**config.mk**
```make
export PLATFORM = sky130hd
export DESIGN_NAME = vram_arbiter_flat
export DESIGN_NICKNAME = d
export VERILOG_FILES = /design/src/rtl/vram_arbiter_if.sv /design/src/rtl/vram_arbiter.sv /design/src/flat_wrapper.sv
export SDC_FILE = /design/constraint.sdc
export NUM_CORES = 1
export LEC_CHECK = 0
export CORE_ASPECT_RATIO = 0.6
export CORE_UTILIZATION = 29
export DETAILED_ROUTE_END_ITERATION = 12
export PLACE_DENSITY = 0.82
export SYNTH_ARGS = -nofsm -noshare
export SYNTH_HDL_FRONTEND = slang
export SYNTH_SLANG_ARGS = --single-unit
export TNS_END_PERCENT = 100
```
**constraint.sdc**
```tcl
create_clock -name clk -period 1.6 [get_ports clk]
set_clock_uncertainty 0.2 [all_clocks]
set_input_delay 0.24 -clock clk [delete_from_list [all_inputs] [get_ports clk]]
set_output_delay 0.24 -clock clk [all_outputs]
set_load 0.1 [all_outputs]
```
**src/rtl/vram_arbiter_if.sv**
```systemverilog
// vram_arbiter_if: bundles the display fetch port, the host access port,
// the clear-screen control and the single-port RAM bus of vram_arbiter.
//
// Handshakes:
//   display: disp_req is a one-cycle pulse that is always served; disp_valid
//            with disp_rdata follows exactly one cycle later.
//   host:    host_valid plus every other host_* field is held stable until a
//            cycle in which host_ready=1; that cycle is the transfer. A read
//            returns host_rvalid with host_rdata on the following cycle.
//   clear:   clr_start is a pulse; clr_busy covers the fill and clr_done
//            pulses once, in the cycle clr_busy falls.
//   RAM:     mem_en/mem_we/mem_addr/mem_wdata issue an access; read data
//            appears on mem_rdata one cycle after a read issue.
//
// Modports: slave = arbiter side, master = clients plus RAM side.
interface vram_arbiter_if #(
  parameter int ADDR_W = 12,
  parameter int DATA_W = 16
);
  logic              disp_req;
  logic [ADDR_W-1:0] disp_addr;
  logic              disp_valid;
  logic [DATA_W-1:0] disp_rdata;

  logic              host_valid;
  logic              host_we;
  logic [ADDR_W-1:0] host_addr;
  logic [DATA_W-1:0] host_wdata;
  logic              host_ready;
  logic              host_rvalid;
  logic [DATA_W-1:0] host_rdata;

  logic              clr_start;
  logic              clr_busy;
  logic              clr_done;

  logic              mem_en;
  logic              mem_we;
  logic [ADDR_W-1:0] mem_addr;
  logic [DATA_W-1:0] mem_wdata;
  logic [DATA_W-1:0] mem_rdata;

  modport slave (
    input  disp_req, disp_addr, host_valid, host_we, host_addr, host_wdata,
           clr_start, mem_rdata,
    output disp_valid, disp_rdata, host_ready, host_rvalid, host_rdata,
           clr_busy, clr_done, mem_en, mem_we, mem_addr, mem_wdata
  );

  modport master (
    output disp_req, disp_addr, host_valid, host_we, host_addr, host_wdata,
           clr_start, mem_rdata,
    input  disp_valid, disp_rdata, host_ready, host_rvalid, host_rdata,
           clr_busy, clr_done, mem_en, mem_we, mem_addr, mem_wdata
  );
endinterface

```
**src/rtl/vram_arbiter.sv**
```systemverilog
// vram_arbiter: shares one single-port text RAM between the display fetch
// path, a clear-screen engine and a host read/write port.
// Fixed priority each cycle: display > clear (CLEAR only) > host (IDLE only).
// Ports:
//   clk, reset_n  clock, asynchronous active-low reset
//   bus           vram_arbiter_if slave view (display, host, clear, RAM)
//   dbg_state     current FSM state (0 = IDLE, 1 = CLEAR)
module vram_arbiter #(
  parameter int              ADDR_W   = 12,
  parameter int              DATA_W   = 16,
  parameter int              DEPTH    = 2400,
  parameter logic [DATA_W-1:0] CLR_WORD = 16'h0720
) (
  input  logic                  clk,
  input  logic                  reset_n,
  vram_arbiter_if.slave         bus,
  output logic                  dbg_state
);

  typedef enum logic {IDLE = 1'b0, CLEAR = 1'b1} state_t;
  // Owner of the read issued in the previous cycle, steering mem_rdata.
  typedef enum logic [1:0] {TAG_NONE = 2'd0, TAG_DISP = 2'd1, TAG_HOST = 2'd2} tag_t;

  localparam logic [ADDR_W-1:0] LAST_PTR = ADDR_W'(DEPTH - 1);

  state_t            state, state_n;
  tag_t              tag, tag_n;
  logic [ADDR_W-1:0] clr_ptr, clr_ptr_n;
  logic              clr_done_q, clr_done_n;

  logic              en_c, we_c, ready_c;
  logic [ADDR_W-1:0] addr_c;
  logic [DATA_W-1:0] wdata_c;

  always_ff @(posedge clk or negedge reset_n) begin
    if (!reset_n) begin
      state      <= IDLE;
      tag        <= TAG_NONE;
      clr_ptr    <= '0;
      clr_done_q <= 1'b0;
    end else begin
      state      <= state_n;
      tag        <= tag_n;
      clr_ptr    <= clr_ptr_n;
      clr_done_q <= clr_done_n;
    end
  end

  always_comb begin
    state_n    = state;
    tag_n      = TAG_NONE;
    clr_ptr_n  = clr_ptr;
    clr_done_n = 1'b0;
    en_c       = 1'b0;
    we_c       = 1'b0;
    ready_c    = 1'b0;
    addr_c     = '0;
    wdata_c    = '0;

    if (bus.disp_req) begin
      en_c   = 1'b1;
      addr_c = bus.disp_addr;
      tag_n  = TAG_DISP;
    end else if (state == CLEAR) begin
      en_c    = 1'b1;
      we_c    = 1'b1;
      addr_c  = clr_ptr;
      wdata_c = CLR_WORD;
      if (clr_ptr == LAST_PTR) begin
        state_n    = IDLE;
        clr_done_n = 1'b1;
      end else begin
        clr_ptr_n = clr_ptr + 1'b1;
      end
    end else if (bus.host_valid) begin
      ready_c = 1'b1;
      en_c    = 1'b1;
      we_c    = bus.host_we;
      addr_c  = bus.host_addr;
      wdata_c = bus.host_wdata;
      tag_n   = bus.host_we ? TAG_NONE : TAG_HOST;
    end

    // A start in IDLE still lets this cycle's host slot through above.
    if (state == IDLE && bus.clr_start) begin
      state_n   = CLEAR;
      clr_ptr_n = '0;
    end
  end

  // Gating with reset_n keeps the RAM and host quiet while reset is held,
  // even if a client keeps requesting.
  assign bus.mem_en      = en_c & reset_n;
  assign bus.host_ready  = ready_c & reset_n;
  assign bus.mem_we      = we_c;
  assign bus.mem_addr    = addr_c;
  assign bus.mem_wdata   = wdata_c;

  assign bus.disp_valid  = (tag == TAG_DISP);
  assign bus.host_rvalid = (tag == TAG_HOST);
  assign bus.disp_rdata  = bus.mem_rdata;
  assign bus.host_rdata  = bus.mem_rdata;

  assign bus.clr_busy    = (state == CLEAR);
  assign bus.clr_done    = clr_done_q;
  assign dbg_state       = (state == CLEAR);

endmodule

```
**src/flat_wrapper.sv**
```systemverilog
// flat-port wrapper written by rule: the top's interface ports become plain ports
module vram_arbiter_flat 
#(
  parameter int              ADDR_W   = 12,
  parameter int              DATA_W   = 16,
  parameter int              DEPTH    = 2400,
  parameter logic [DATA_W-1:0] CLR_WORD = 16'h0720
)
  (clk, reset_n, dbg_state, bus_disp_req, bus_disp_addr, bus_host_valid, bus_host_we, bus_host_addr, bus_host_wdata, bus_clr_start, bus_mem_rdata, bus_disp_valid, bus_disp_rdata, bus_host_ready, bus_host_rvalid, bus_host_rdata, bus_clr_busy, bus_clr_done, bus_mem_en, bus_mem_we, bus_mem_addr, bus_mem_wdata);
  vram_arbiter_if #(.ADDR_W(ADDR_W), .DATA_W(DATA_W)) bus_i ();
  input  logic clk;
  input  logic reset_n;
  output logic dbg_state;
  input wire logic [$bits(bus_i.disp_req)-1:0] bus_disp_req;
  input wire logic [$bits(bus_i.disp_addr)-1:0] bus_disp_addr;
  input wire logic [$bits(bus_i.host_valid)-1:0] bus_host_valid;
  input wire logic [$bits(bus_i.host_we)-1:0] bus_host_we;
  input wire logic [$bits(bus_i.host_addr)-1:0] bus_host_addr;
  input wire logic [$bits(bus_i.host_wdata)-1:0] bus_host_wdata;
  input wire logic [$bits(bus_i.clr_start)-1:0] bus_clr_start;
  input wire logic [$bits(bus_i.mem_rdata)-1:0] bus_mem_rdata;
  output wire logic [$bits(bus_i.disp_valid)-1:0] bus_disp_valid;
  output wire logic [$bits(bus_i.disp_rdata)-1:0] bus_disp_rdata;
  output wire logic [$bits(bus_i.host_ready)-1:0] bus_host_ready;
  output wire logic [$bits(bus_i.host_rvalid)-1:0] bus_host_rvalid;
  output wire logic [$bits(bus_i.host_rdata)-1:0] bus_host_rdata;
  output wire logic [$bits(bus_i.clr_busy)-1:0] bus_clr_busy;
  output wire logic [$bits(bus_i.clr_done)-1:0] bus_clr_done;
  output wire logic [$bits(bus_i.mem_en)-1:0] bus_mem_en;
  output wire logic [$bits(bus_i.mem_we)-1:0] bus_mem_we;
  output wire logic [$bits(bus_i.mem_addr)-1:0] bus_mem_addr;
  output wire logic [$bits(bus_i.mem_wdata)-1:0] bus_mem_wdata;
  assign bus_i.disp_req = bus_disp_req;
  assign bus_i.disp_addr = bus_disp_addr;
  assign bus_i.host_valid = bus_host_valid;
  assign bus_i.host_we = bus_host_we;
  assign bus_i.host_addr = bus_host_addr;
  assign bus_i.host_wdata = bus_host_wdata;
  assign bus_i.clr_start = bus_clr_start;
  assign bus_i.mem_rdata = bus_mem_rdata;
  assign bus_disp_valid = bus_i.disp_valid;
  assign bus_disp_rdata = bus_i.disp_rdata;
  assign bus_host_ready = bus_i.host_ready;
  assign bus_host_rvalid = bus_i.host_rvalid;
  assign bus_host_rdata = bus_i.host_rdata;
  assign bus_clr_busy = bus_i.clr_busy;
  assign bus_clr_done = bus_i.clr_done;
  assign bus_mem_en = bus_i.mem_en;
  assign bus_mem_we = bus_i.mem_we;
  assign bus_mem_addr = bus_i.mem_addr;
  assign bus_mem_wdata = bus_i.mem_wdata;
  vram_arbiter #(.ADDR_W(ADDR_W), .DATA_W(DATA_W), .DEPTH(DEPTH), .CLR_WORD(CLR_WORD)) u_core (.clk(clk), .reset_n(reset_n), .bus(bus_i), .dbg_state(dbg_state));
endmodule
```
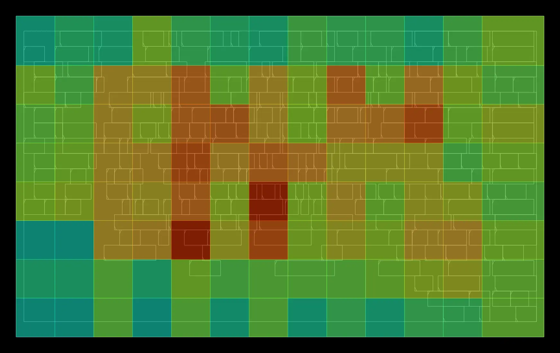
Figure 1: run 1, track usage over the die.
detail-routed net length per standard cell: 15.5 µm
total global-route track usage: 0.193
fraction of met1 tracks used by global routing: 0.219
final core area utilization: 0.651

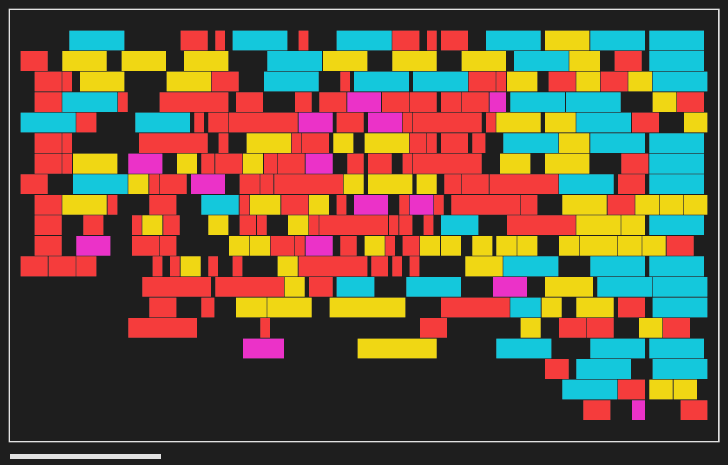
Figure 2: run 1, sizing map.
Scale bar: 20 µm.
colour	size	cells	most used
magenta	x2	14	a22oi_2
red	x1 and smaller	127	clkdlybuf4s50_1
cyan	x6 and larger	44	buf_12
yellow	x3 and x4	69	buf_4

==> results.txt, run 1 <==
The synthesis and place-and-route flow finished, so here is a summary.

The flow ran to the end, but the final reports show violations. The checks that failed: setup timing. The routability congestion estimate from global placement came out at around 0.81. The slew of the pin with the lowest slew margin came out at approximately 290 ps. According to the floorplan report, the die width is around 94 µm. Of all cell types, the one taking the most synthesized area is dfrtp_1.

The hold buffer count at cts came out at 0. The number of CTS-inserted buffers is 3. Once layout is done, the placed cells without fillers occupy a little over 3000 µm².

Entering global routing, the biggest net connects 20 pins. The number of DRC markers in iteration 0 came out at between 50 and 60. The via count of the first global-routing pass came to roughly 1600. The final routed wirelength across all metal layers is 4.91 mm. The arrival time at the worst endpoint came out at approximately 1500 ps.

The floorplan step defined a core boundary enclosing approximately 4700 µm². Input and output buffers added on the ports amount to between 80 and 90. The total negative setup slack is -12210 ps. According to the report, the first pass of detailed routing completed in 4 iterations. Yosys stat counts between 150 and 200 cells in the synthesized netlist.

The sequential area share after synthesis came out at 0.273. During I/O placement, the number of pins put on the boundary was roughly 130. The fraction of final layout cells sized beyond drive strength 1 came out at 0.500. In the final report, the number of endpoints failing setup comes to about 45. According to the dpl log, the detail-placed design has an HPWL of approximately 3.9 mm.

The proportion of netlist area held by the largest area contributor came out at 0.273. The count of flip-flops with a built-in enable after synthesis came out at 0. The number of buffers on the longest clock path came out at 2.

After detailed routing, the number of vias per cell comes to 4.97. The maximum level of the CTS H-tree is 1. The maximum operating frequency is roughly 510 MHz. In the setup report, the worst path falls into the class reg2out.

The count of max-cap constraint violations came out at 0. The flow reported a cell area power density of around 770 nW/µm². STA classifies the critical path startpoint as a flop. The flow measured a signed area growth from synthesis to layout of 109%. The report shows a maximum critical-path fanout of 5. The synthesized instance count is 185. Clock latency on the worst-skew pair, taken at its later pin, is approximately 260 ps. Hold-check failures listed in the final report amount to 0. After the last flow step, the layout net total stands at 318.

The post-layout total power is around 2.4 mW. TritonCTS built the clock tree. The worst-case headroom to the max-slew limit is 0.805. The worst setup path is captured at a primary output. The post-synthesis average cell area came out at between 7 and 8 µm². The number of warnings printed during yosys synthesis is 0.

The post-synthesis cell area is about 1500 µm². Prior to clock tree synthesis, the placed netlist has a worst setup slack of -396 ps. The number of warnings the tools reported is 29. The clock transition at the registers of the reported paths came out at about 70 ps. The initial antenna violation count came out at 0.

The remaining routing DRC violations came out at 0. The leading cell type by number of instances after synthesis is buf_4. The clock sink count is 16. The minimum clock period came out at a little under 2000 ps. The cell sitting at the root of the clock tree is a clkbuf_8. The unique cell type count in the Yosys netlist is 30.

After synthesis, the cell types taking the most area are dfrtp_1 (27%), buf_4 (17%), nand2_1 (6.7%), a22oi_1 (5.6%), and2_1 (5.5%). The required time at the worst-slack endpoint is roughly 1200 ps. Setup repair after global routing could not meet its margin everywhere. Among all flip-flop cells after synthesis, the most frequent one is dfrtp_1. The min-delay analysis places its worst path in the category in2reg. Max-slew check failures listed in the final report amount to 0. After synthesis the netlist holds a flip-flop and latch count of 16. The wire length of the first global-routing pass came out at just under 8 mm. The overall die size recorded for this design is 5350 µm². The leakage power is approximately 1.3 nW. The post-synthesis chip area from yosys is ~1500 µm². The net count after synthesis is 248.

According to the floorplan log, the row count is 19. The final antenna diode tally reported by the flow is 0. The count of nets left with antenna violations once routing finished came out at 0. The worst IR drop on VDD came out at between 1 and 1.5 mV. Per the detail_route report, the via count comes to 1575. Setup slack on the critical path of the routed design comes to -380 ps.

The starting density of the core is 0.312. The floorplan step set the die height to between 50 and 60 µm. The async set-or-reset flop fraction in the synthesized netlist came out at 1.00. The commonest cells after synthesis are buf_4 (34), nand2_1 (26), dfrtp_1 (16), nor2_1 (15), o21ai_0 (14). The final timing summary puts the cycle share of the worst path at 1.24. The global route stage reports its total congestion overflow as 0. The total cell area at the placement stage is about 2900 µm².
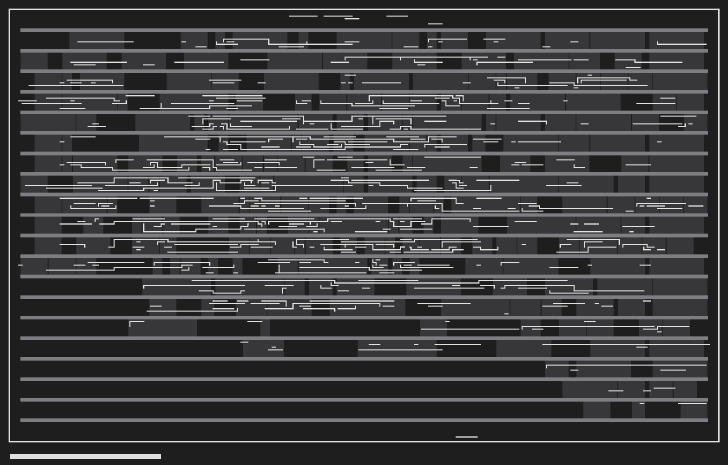
Figure 3: run 1, M1 wires.
Scale bar: 20 µm. Supply wires on this layer in grey.
nets with wire on the layer	219
share of all routed wire	38%

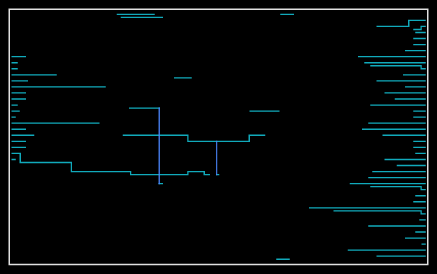
Figure 4: run 1, metal layers overlaid.
Only two layers are drawn.
colour	layer	wire length
cyan	M3	543 µm
blue	M4	24.5 µm

## run 1: path summary, 6_finish.rpt
check | from | end | slack [ps] | cells after the start
setup / recovery | u_core.bus.clr_busy$_DFFE_PN0P_ | bus_mem_en | -380 | 4
max in group asynchronous | reset_n | u_core.bus.clr_busy$_DFFE_PN0P_ | 680 | 2
min in group asynchronous | reset_n | u_core.clr_ptr[4]$_DFFE_PN0P_ | 310 | 2
hold reg to reg | u_core.clr_ptr[11]$_DFFE_PN0P_ | u_core.clr_ptr[11]$_DFFE_PN0P_ | 320 | 1
setup reg to reg | u_core.bus.clr_busy$_DFFE_PN0P_ | u_core.clr_ptr[6]$_DFFE_PN0P_ | -210 | 5
hold / removal | bus_disp_req | u_core.tag[0]$_DFF_PN0_ | 30 | 1
## run 1: registers in the layout, indices dropped and copies added (netlist names)
register / count
u_core.bus.clr_done: 1
u_core.clr_ptr: 12
u_core.bus.clr_busy: 1
u_core.tag: 2
## run 1: where the power goes
group          internal (mW)  total (mW)  switching (mW)
Sequential             0.485       0.592           0.107
Clock                  0.177       0.330           0.153
Combinational          0.630        1.45           0.821
Total                   1.29        2.37            1.08
## run 1: what timing repair did
item,4_1_cts,5_1_grt
setup endpoints to repair,43,45
buffers inserted,1,4
pin swaps,5,2
gates resized,17,7
## run 1: cells by family (layout without fill, tap and decap cells)
logic type,after synthesis,count (layout),share of synthesized area
compound gates,36,36,0.162
xor+xnor,3,3,0.0179
fa+ha+maj,1,1,0.00853
buf+inv,45,114,0.219
flops,16,16,0.273
mux,6,6,0.0410
simple gates,78,78,0.278
## run 1: layer usage
layer,share of wire,global-route usage
met2,0.50,0.340
met3,0.11,0.0893
met4,0.0049,0.0286
met1,0.38,0.219
met5,0,0
## run 1: metrics by stage
stage	std cells	hold slack, ps
finish	317	29.5
global route	317	18.8
CTS	313	20.6
detailed placement	308	281
global placement	308	281
floorplan	185	-256
## run 1: cell type report
type | instances | area, µm²
repair buffers | 110 | 1440
clock buffers | 4 | 45.0
fillers | 334 | 1640
well taps | 63 | 78.8
multi-input cells | 124 | 1100
flip-flops and latches | 16 | 404
## run 1: layout by cell type (no fill, tap or decap), types with 2 or more instances in the layout
| master | synthesis | layout |
|---|---|---|
| a21oi_1 | 8 | 3 |
| a21oi_4 | 0 | 5 |
| a22oi_1 | 11 | 5 |
| a22oi_2 | 0 | 6 |
| and2_4 | 0 | 13 |
| buf_12 | 0 | 40 |
| buf_4 | 34 | 24 |
| clkbuf_8 | 0 | 3 |
| clkdlybuf4s50_1 | 0 | 43 |
| dfrtp_1 | 16 | 15 |
| mux2i_1 | 6 | 6 |
| nand2_1 | 26 | 26 |
| nand2b_1 | 3 | 3 |
| nand4_1 | 5 | 5 |
| nor2_1 | 15 | 9 |
| nor2_4 | 0 | 5 |
| nor2b_1 | 5 | 2 |
| nor2b_4 | 0 | 3 |
| nor3b_2 | 0 | 2 |
| o21ai_0 | 14 | 2 |
| o21ai_4 | 0 | 12 |
| xnor2_1 | 3 | 3 |
## run 1: worst max-delay path: stages (launching register included)
cell	delay, ps
dfrtp_4	510
buf_4	150
buf_12	120
o31a_4	330
buf_12	170
## Run 2: what changed since run 1
--- a/config.mk
+++ b/config.mk
@@ -9,6 +9,7 @@
 export CORE_UTILIZATION = 29
 export DETAILED_ROUTE_END_ITERATION = 12
 export PLACE_DENSITY = 0.82
+export RECOVER_POWER = 25
 export SYNTH_ARGS = -nofsm -noshare
 export SYNTH_HDL_FRONTEND = slang
 export SYNTH_SLANG_ARGS = --single-unit
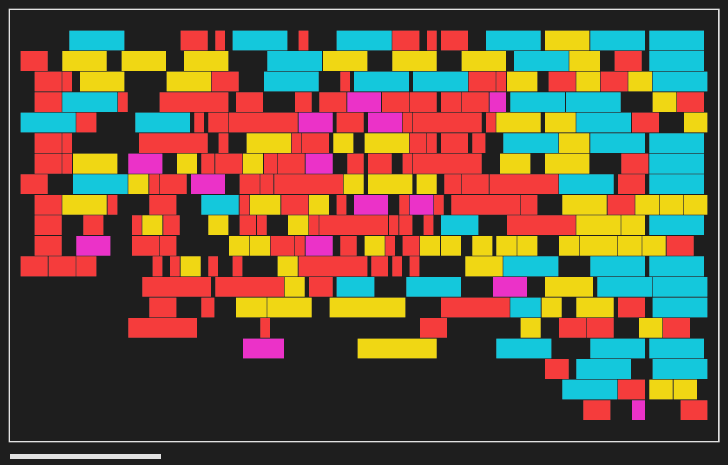
Figure 5: run 2, sizing map.
Scale bar: 20 µm.
colour	size	cells	most used
yellow	x3 and x4	69	buf_4
cyan	x6 and larger	44	buf_12
red	x1 and smaller	127	clkdlybuf4s50_1
magenta	x2	14	a22oi_2

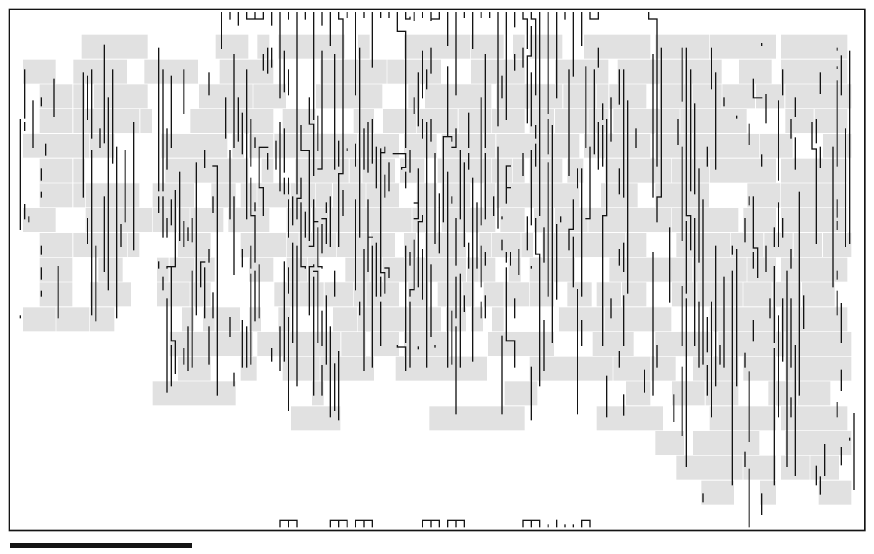
Figure 6: run 2, the metal 2 layer.
Scale bar: 20 µm.
wire length on this layer	2460 µm
share of all routed wire	50%
nets with wire on the layer	290
longest straight run	26.9 µm
main direction	vertical

==> results.txt, run 2 <==
The synthesis and place-and-route flow finished, so here is a summary.

The run finished, with violations left. The final reports fail on setup timing. The post-synthesis cell area came out at 1470 µm² (unchanged). The wire length of the first global-routing pass was 7.87 mm (unchanged). The source-to-sink clock delay at the later pin of the worst-skew pair is 260 ps (about the same).

The TritonCTS clock tree is done. The count of flip-flops with a built-in enable after synthesis came out at 0 (unchanged). The instance tally after logic synthesis came out at 185 (unchanged). The sequential area share after synthesis is 0.273 (unchanged). The count of antenna diodes in the layout is 0 (unchanged). The die width came out at 93.8 µm (unchanged). The number of iterations in the first detailed-routing pass was 4 (unchanged). The period utilization came out at 1.24 (unchanged). The slew of the pin with the lowest slew margin is 293 ps (unchanged).

The routability congestion estimate from global placement came out at 0.814 (unchanged). The starting density of the core came out at 0.312 (unchanged). The flop and latch count out of synthesis is 16 (unchanged). The required time at the worst-slack endpoint came out at 1160 ps (about the same).

The final routed wirelength across all metal layers is 4.91 mm (unchanged). The post-synthesis average cell area came out at 7.93 µm² (unchanged). The post-route core utilization came out at 0.651 (unchanged). The commonest cells after synthesis are buf_4 (34), nand2_1 (26), dfrtp_1 (16), nor2_1 (15), o21ai_0 (14).

The cell depth of the worst min-delay path is 1 (unchanged). The number of cells traversed by the worst register-to-register path is 5 (unchanged). The critical path capture point type is a primary output. The area overhead of the layout relative to synthesis came out at 109% (unchanged). The maximum level of the CTS H-tree came out at 1 (unchanged).

The dominant cell type by area after synthesis is dfrtp_1. Per STA, the library cell used most along the worst path is buf_12. The count of endpoints failing hold in the final timing report was 0 (unchanged).

STA lists the startpoint of the worst register-to-register path as u_core.bus.clr_busy$_DFFE_PN0P_. The number of I/O pins is 130 (unchanged). Sorting the synthesis cell report by count puts at the top buf_4. The register-to-register setup slack is -210 ps (about the same). The number of cells in the design after placement is 308 (unchanged). The post-synthesis chip area from yosys came out at 1470 µm² (unchanged).

The number of DRC markers in iteration 0 is 53 (unchanged). The count of final max-slew check failures is 0 (unchanged). The worst setup path is launched from a flop.

The number of buffers on the longest clock path came out at 2 (unchanged). The number of warnings the tools reported came out at 29 (unchanged). The leakage power came out at 1.26 nW (unchanged). The number of port buffers came out at 81 (unchanged). The number of buffer and inverter instances along the worst setup path is 3 (unchanged). The average via count per standard cell came out at 4.97 (unchanged).

The number of cell instances after yosys synthesis came out at 185 (unchanged). Counting flops per register, the top entry is u_core.clr_ptr. The remaining routing DRC violations came out at 0 (unchanged). The number of nets with antenna violations after routing came out at 0 (unchanged).

The unique cell type count in the Yosys netlist was 30 (unchanged). The non-filler instance count after layout came out at 317 (unchanged). The clock sink count came out at 16 (unchanged). The number of warnings printed during yosys synthesis is 0 (unchanged). The capture endpoint of the worst hold path is u_core.tag[0]$_DFF_PN0_. The count of max-cap constraint violations came out at 0 (unchanged). The final tally of setup violations came out at 45 (unchanged). The fraction of final layout cells sized beyond drive strength 1 is 0.500 (unchanged). The dominant register cell is dfrtp_1. The vertical die size came out at 57.1 µm (unchanged). The worst-case headroom to the max-slew limit came out at 0.805 (unchanged). The async set-or-reset flop fraction in the synthesized netlist came out at 1.00 (unchanged). The worst IR drop on VDD is 1.08 mV (unchanged).

The total via count after detailed routing was 1575 (unchanged). The site row count came out at 19 (unchanged). The cell type of the slowest stage on the worst timing path is dfrtp_4. The worst setup slack before clock tree synthesis came out at -396 ps (unchanged).

The routed wire length per instance came out at 15.5 µm (unchanged). Setup repair after global routing could not meet its margin everywhere. The maximum single-stage delay on the critical path was 510 ps (about the same). The kind of cell with the highest combined delay along the critical path is flip-flops.

The number of CTS-inserted buffers came out at 3 (unchanged). The initial antenna violation count is 0 (unchanged). The clock transition at the registers of the reported paths was 70 ps (about the same). The number of flip-flops under the largest register name is 12 (unchanged). The power density relative to cell area is 774 nW/µm² (unchanged). The setup slack after layout is -380 ps (unchanged). The largest registers in the layout are u_core.clr_ptr: 12 flops, u_core.tag: 2 flops. According to the timing report, the critical path is launched from u_core.bus.clr_busy$_DFFE_PN0P_. The minimum clock period came to 1980 ps (unchanged). Checking hold timing, the worst path is listed with class in2reg. The final layout net count came out at 318 (unchanged). The sum of net half-perimeters after detailed placement was 3.89 mm (unchanged).

The largest fanout on the critical path is 5 (unchanged). The arrival time at the worst endpoint came to 1540 ps (about the same). The critical path is of the reg2out type. The total negative setup slack came out at -12210 ps (unchanged). The largest net degree at the start of global routing is 20 (unchanged). Per the cell usage report, the commonest logic cell in the layout is clkdlybuf4s50_1.

In the layout the commonest cells are clkdlybuf4s50_1 (43), buf_12 (40), nand2_1 (26). The root cell of the clock tree is clkbuf_8. The floorplan die area came to 5350 µm² (unchanged). The endpoint of the lowest-slack register-to-register path is u_core.clr_ptr[6]$_DFFE_PN0P_.

The cell sequence reported for the critical path is buf_4, buf_12, o31a_4, buf_12. The floorplan net count is 248 (unchanged). The via count of the first global-routing pass is 1570 (unchanged).

The number of inserted filler cells in the final layout is 334 (unchanged). The placeable core region is 4710 µm² (unchanged). Yosys attributes the largest share of cell area to dfrtp_1 (27%), buf_4 (17%), nand2_1 (6.7%), a22oi_1 (5.6%), and2_1 (5.5%). The total global routing overflow is 0 (unchanged). The overall track demand over capacity in global routing came to 0.193 (unchanged). The hold path startpoint is bus_disp_req. The maximum operating frequency came out at 505 MHz (unchanged). The proportion of netlist area held by the largest area contributor is 0.273 (unchanged).
run 2: cell counts after synthesis:
Identical to the previous run, type by type.
run 2: kinds of logic (layout without fill, tap and decap cells):
family | after synthesis | in the layout | share of synthesized area
xor gates and xnor gates | 3 | 3 | 0.0179
adders and majority gates | 1 | 1 | 0.00853
AOI/OAI and AO/OA | 36 | 36 | 0.162
buffers and inverters | 45 | 114 | 0.219
muxes | 6 | 6 | 0.0410
DFF | 16 | 16 | 0.273
and+or+nand+nor | 78 | 78 | 0.278
run 2: worst max path at each step:
stage,to,slack [ps],depth (start not counted)
finish,bus_mem_en,-380,4
global route,bus_mem_addr[1],-440,5
global placement,bus_mem_addr[11],-390,6
detailed placement,bus_mem_addr[11],-400,6
floorplan,bus_mem_addr[3],-530,5
CTS,bus_mem_addr[5],-390,4
run 2: layer usage:
layer,global-route usage,vias up,wire length [µm]
met5,0,-,0
met4,0.0286,0,24
met3,0.0893,4,543
met2,0.340,78,2460
met1,0.219,761,1880
li1,-,732,-
run 2: stage by stage:
step / power [mW] / hold slack, ps / area [µm²]
floorplan: 1.79 / -256 / 1750
global placement: 1.96 / 281 / 2860
detailed placement: 2.00 / 281 / 2860
CTS: 2.36 / 20.6 / 2990
global route: 2.48 / 18.8 / 3060
finish: 2.37 / 29.5 / 3060
run 2: final cells by class:
type                            instances  area, µm²  share of cell area
Sequential cell                        16        404               0.132
Timing Repair Buffer                  110       1440               0.469
Clock buffer                            4       45.0              0.0147
Tap cell                               63       78.8              0.0257
Multi-Input combinational cell        124       1100               0.359
run 2: power breakdown:
group / switching [mW] / internal, mW
Combinational: 0.821 / 0.630
Clock: 0.153 / 0.177
Sequential: 0.107 / 0.485
run 2: what timing repair did:
item                                    in CTS  in global routing
pin swaps                                    5                  2
resized                                     17                  7
hold buffers                                 0                  0
endpoints found under the setup margin      43                 45
buffers inserted                             1                  4
Figure 7. Track usage over the die (run 2).
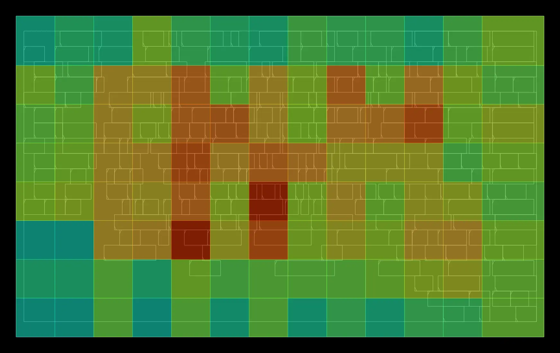

## Run 3: what changed since run 2
--- a/config.mk
+++ b/config.mk
@@ -8,6 +8,7 @@
 export CORE_ASPECT_RATIO = 0.6
 export CORE_UTILIZATION = 29
 export DETAILED_ROUTE_END_ITERATION = 12
+export GPL_TIMING_DRIVEN = 0
 export PLACE_DENSITY = 0.82
 export RECOVER_POWER = 25
 export SYNTH_ARGS = -nofsm -noshare
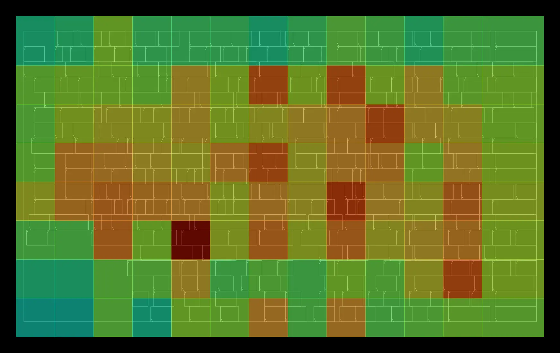
Figure 8: run 3, track usage over the die.
detail-routed net length per standard cell: 16.2 µm
GR Layer Usage met2: 0.412

==> results.txt, run 3 <==
The synthesis and place-and-route flow finished, so here is a summary.

The slew of the pin with the lowest slew margin came to 991 ps (+698 ps). STA classifies the critical path endpoint as a primary output. Setup repair after global routing could not meet its margin everywhere.

The post-route core utilization was 0.776 (+0.125). The root cell of the clock tree is clkbuf_8. The checks that failed: hold timing, setup timing. The synthesis report names the predominant flop master as dfrtp_1. The number of port buffers came out at 112 (+38%). The largest net degree at the start of global routing came out at 19 (-5.0%).

The floorplan net count came out at 248 (unchanged). The largest registers in the layout are u_core.clr_ptr: 12 flops, u_core.tag: 2 flops. The unique cell type count in the Yosys netlist came out at 30 (unchanged). The number of iterations in the first detailed-routing pass came to 4 (unchanged). The leakage power is 1.59 nW (+26%). The flop and latch count out of synthesis is 16 (unchanged). The fraction of final layout cells sized beyond drive strength 1 is 0.527 (+0.0270).

More flip-flops sit in one register than any other, and that register is u_core.clr_ptr. The post-synthesis chip area from yosys is 1470 µm² (unchanged). The proportion of netlist area held by the largest area contributor was 0.273 (unchanged).

The site row count came out at 19 (unchanged). The classification of the worst-slack hold path is in2async. The period utilization was 1.32 (+0.0814). The initial antenna violation count was 0 (unchanged).

The number of warnings printed during yosys synthesis came out at 0 (unchanged). The die width came out at 93.8 µm (unchanged). The wire length of the first global-routing pass is 9.33 mm (+18%). The area overhead of the layout relative to synthesis came out at 149%. The sequential area share after synthesis is 0.273 (unchanged).

The number of CTS-inserted buffers is 3 (unchanged). The post-synthesis cell area came out at 1470 µm² (unchanged). The mux cell area share after synthesis came out at 0.0410 (unchanged). The area share of xor/xnor cells in the synthesized design came out at 0.0179 (unchanged). The hold buffer count at cts came out at 0 (unchanged). After synthesis, the largest family of logic cells by area is simple AND/OR/NAND/NOR gates. The maximum level of the CTS H-tree is 1 (unchanged). The area fraction in compound gates after synthesis is 0.162 (unchanged). The clock transition at the registers of the reported paths came out at 70 ps (about the same). The setup slack after layout is -510 ps (-130 ps).

The number of cells in the design after placement is 360 (+17%). The arrival time at the worst endpoint is 1670 ps (+130 ps). The vertical die size is 57.1 µm (unchanged). The number of flip-flops under the largest register name came out at 12 (unchanged). The count of endpoints failing hold in the final timing report came out at 16 (+16). The commonest cells after synthesis are buf_4 (34), nand2_1 (26), dfrtp_1 (16), nor2_1 (15), o21ai_0 (14). The count of max-cap constraint violations is 0 (unchanged). The instance tally after logic synthesis came to 185 (unchanged).

The worst IR drop on VDD came to 0.767 mV (-29%). The average via count per standard cell came out at 4.76 (-4.2%). The sum of net half-perimeters after detailed placement came out at 4.18 mm (+7.5%). The post-synthesis average cell area is 7.93 µm² (unchanged). The TritonCTS clock tree is done. The critical path is of the reg2out type. The total global routing overflow came out at 0 (unchanged). Per the cell usage report, the commonest logic cell in the layout is buf_4. The starting density of the core is 0.312 (unchanged).

The required time at the worst-slack endpoint came to 1160 ps (about the same). The minimum clock period came to 2110 ps (+130 ps). The flow ran to the end, but the final reports show violations. The via count of the first global-routing pass is 1767 (+13%).

Per the synthesis report, the dominant area consumer among library cells is dfrtp_1. The worst hold slack after final layout is -73.3 ps (-103 ps). By instance count after routing, the leading logic cell types are buf_4 (44), clkdlybuf4s50_1 (42), buf_12 (31). The count of flip-flops with a built-in enable after synthesis came out at 0 (unchanged).

The placeable core region is 4710 µm² (unchanged). The count of antenna diodes in the layout was 0 (unchanged). The largest fanout on the critical path came out at 6 (+1). The non-filler instance count after layout was 378 (+19%). For reference, the top cells by area after synthesis are dfrtp_1 (27%), buf_4 (17%), nand2_1 (6.7%), a22oi_1 (5.6%), and2_1 (5.5%). The number of inserted filler cells in the final layout came out at 309 (-7.5%). The number of DRC markers in iteration 0 is 89 (+68%).

The clock sink count is 16 (unchanged). The source-to-sink clock delay at the later pin of the worst-skew pair came out at 250 ps (about the same). The remaining routing DRC violations is 0 (unchanged). The number of nets with antenna violations after routing is 0 (unchanged). The number of warnings the tools reported is 29 (unchanged). The count of final max-slew check failures is 0 (unchanged). The power density relative to cell area came out at 790 nW/µm² (+2.0%). The number of buffers on the longest clock path was 2 (unchanged). The async set-or-reset flop fraction in the synthesized netlist is 1.00 (unchanged). The routability congestion estimate from global placement came out at 0.790 (-3.0%).

The floorplan die area came out at 5350 µm² (unchanged). The number of cell instances after yosys synthesis came out at 185 (unchanged). The post-synthesis share of cell area spent on and, or, nand and nor gates came out at 0.278 (unchanged). Among all cell types in the netlist, the one instantiated most often is buf_4. The maximum operating frequency is 474 MHz (-6.2%). The number of I/O pins is 130 (unchanged). The final layout net count came out at 379 (+19%). The worst-case headroom to the max-slew limit is 0.340 (-0.465).

The final tally of setup violations is 43 (-4.4%). The post-synthesis adder-cell area fraction came out at 0.00853 (unchanged). STA classifies the critical path startpoint as a flop. The number of cells traversed by the worst register-to-register path is 7 (+2).
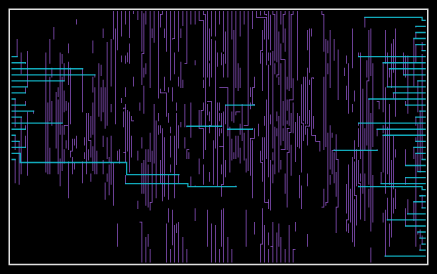
Figure 9: run 3, metal layers overlaid.
Only two layers are drawn.
total global-route track usage: 0.227
Vias: 1800
total wire length: 6.11 mm

==> run 3: per-layer routing <==
layer  vias up  routed length, µm  GRT usage
met3         0                396     0.0547
met4         0                  0    0.00659
met2        70               3110      0.412
met5         -                  0          0
li1        863                  -          -
met1       867               2610      0.290
==> run 3: critical path: stages (launching register included) <==
cell	delay, ps
dfrtp_4	480
buf_6	140
nor2b_4	190
clkbuf_16	180
a22oi_2	70
o21ai_4	150
buf_12	190
==> run 3: kinds of logic (layout without fill, tap and decap cells) <==
logic type / count (synthesis) / after routing
XOR/XNOR: 3 / 3
adder cells (fa/ha/maj): 1 / 1
AND-OR/OR-AND: 36 / 36
flip-flops: 16 / 16
AND/OR/NAND/NOR: 78 / 78
buffers and inverters: 45 / 175
multiplexers: 6 / 6
==> run 3: stage by stage <==
stage	hold WS [ps]	setup WS (ps)	cell area [µm²]	TNS [ps]	power, mW
detailed placement	347	-1850	2950	-64630	2.18
finish	-73.3	-510	3650	-15520	2.89
floorplan	-256	-531	1750	-14910	1.79
CTS	13.9	-481	3510	-14310	2.84
global route	10.2	-559	3650	-18030	3.02
global placement	308	-1810	2950	-63110	2.16
==> run 3: layout make-up <==
class | count | area (µm²) | area share
timing repair buffer | 127 | 1570 | 0.430
multi-input combinational | 124 | 1160 | 0.318
sequential | 16 | 405 | 0.111
buffer | 44 | 379 | 0.104
tap | 63 | 78.8 | 0.0216
clock buffer | 4 | 55.1 | 0.0151
==> run 3: power breakdown <==
| part | internal, mW | switching, mW |
|---|---|---|
| Clock | 0.218 | 0.149 |
| Sequential | 0.487 | 0.115 |
| Combinational | 0.735 | 1.18 |
| Total | 1.44 | 1.45 |
==> run 3: what timing repair did <==
action,in CTS,in global routing
setup buffers,8,6
endpoints found under the setup margin,81,68
gates cloned,0,1
hold endpoints to repair,0,0
pin swaps,11,13
resized,379,47
==> run 3: final timing paths <==
check / start / endpoint / slack, ps
setup / recovery: u_core.bus.clr_busy$_DFFE_PN0P_ / bus_mem_addr[1] / -510
hold / removal: reset_n / u_core.clr_ptr[4]$_DFFE_PN0P_ / -70
setup reg to reg: u_core.bus.clr_busy$_DFFE_PN0P_ / u_core.clr_ptr[11]$_DFFE_PN0P_ / -360
hold reg to reg: u_core.clr_ptr[2]$_DFFE_PN0P_ / u_core.clr_ptr[2]$_DFFE_PN0P_ / 380
max in group asynchronous: reset_n / u_core.bus.clr_busy$_DFFE_PN0P_ / 560
min in group clk: bus_disp_req / u_core.tag[0]$_DFF_PN0_ / 250
Power is estimated from default activity; no workload was simulated.
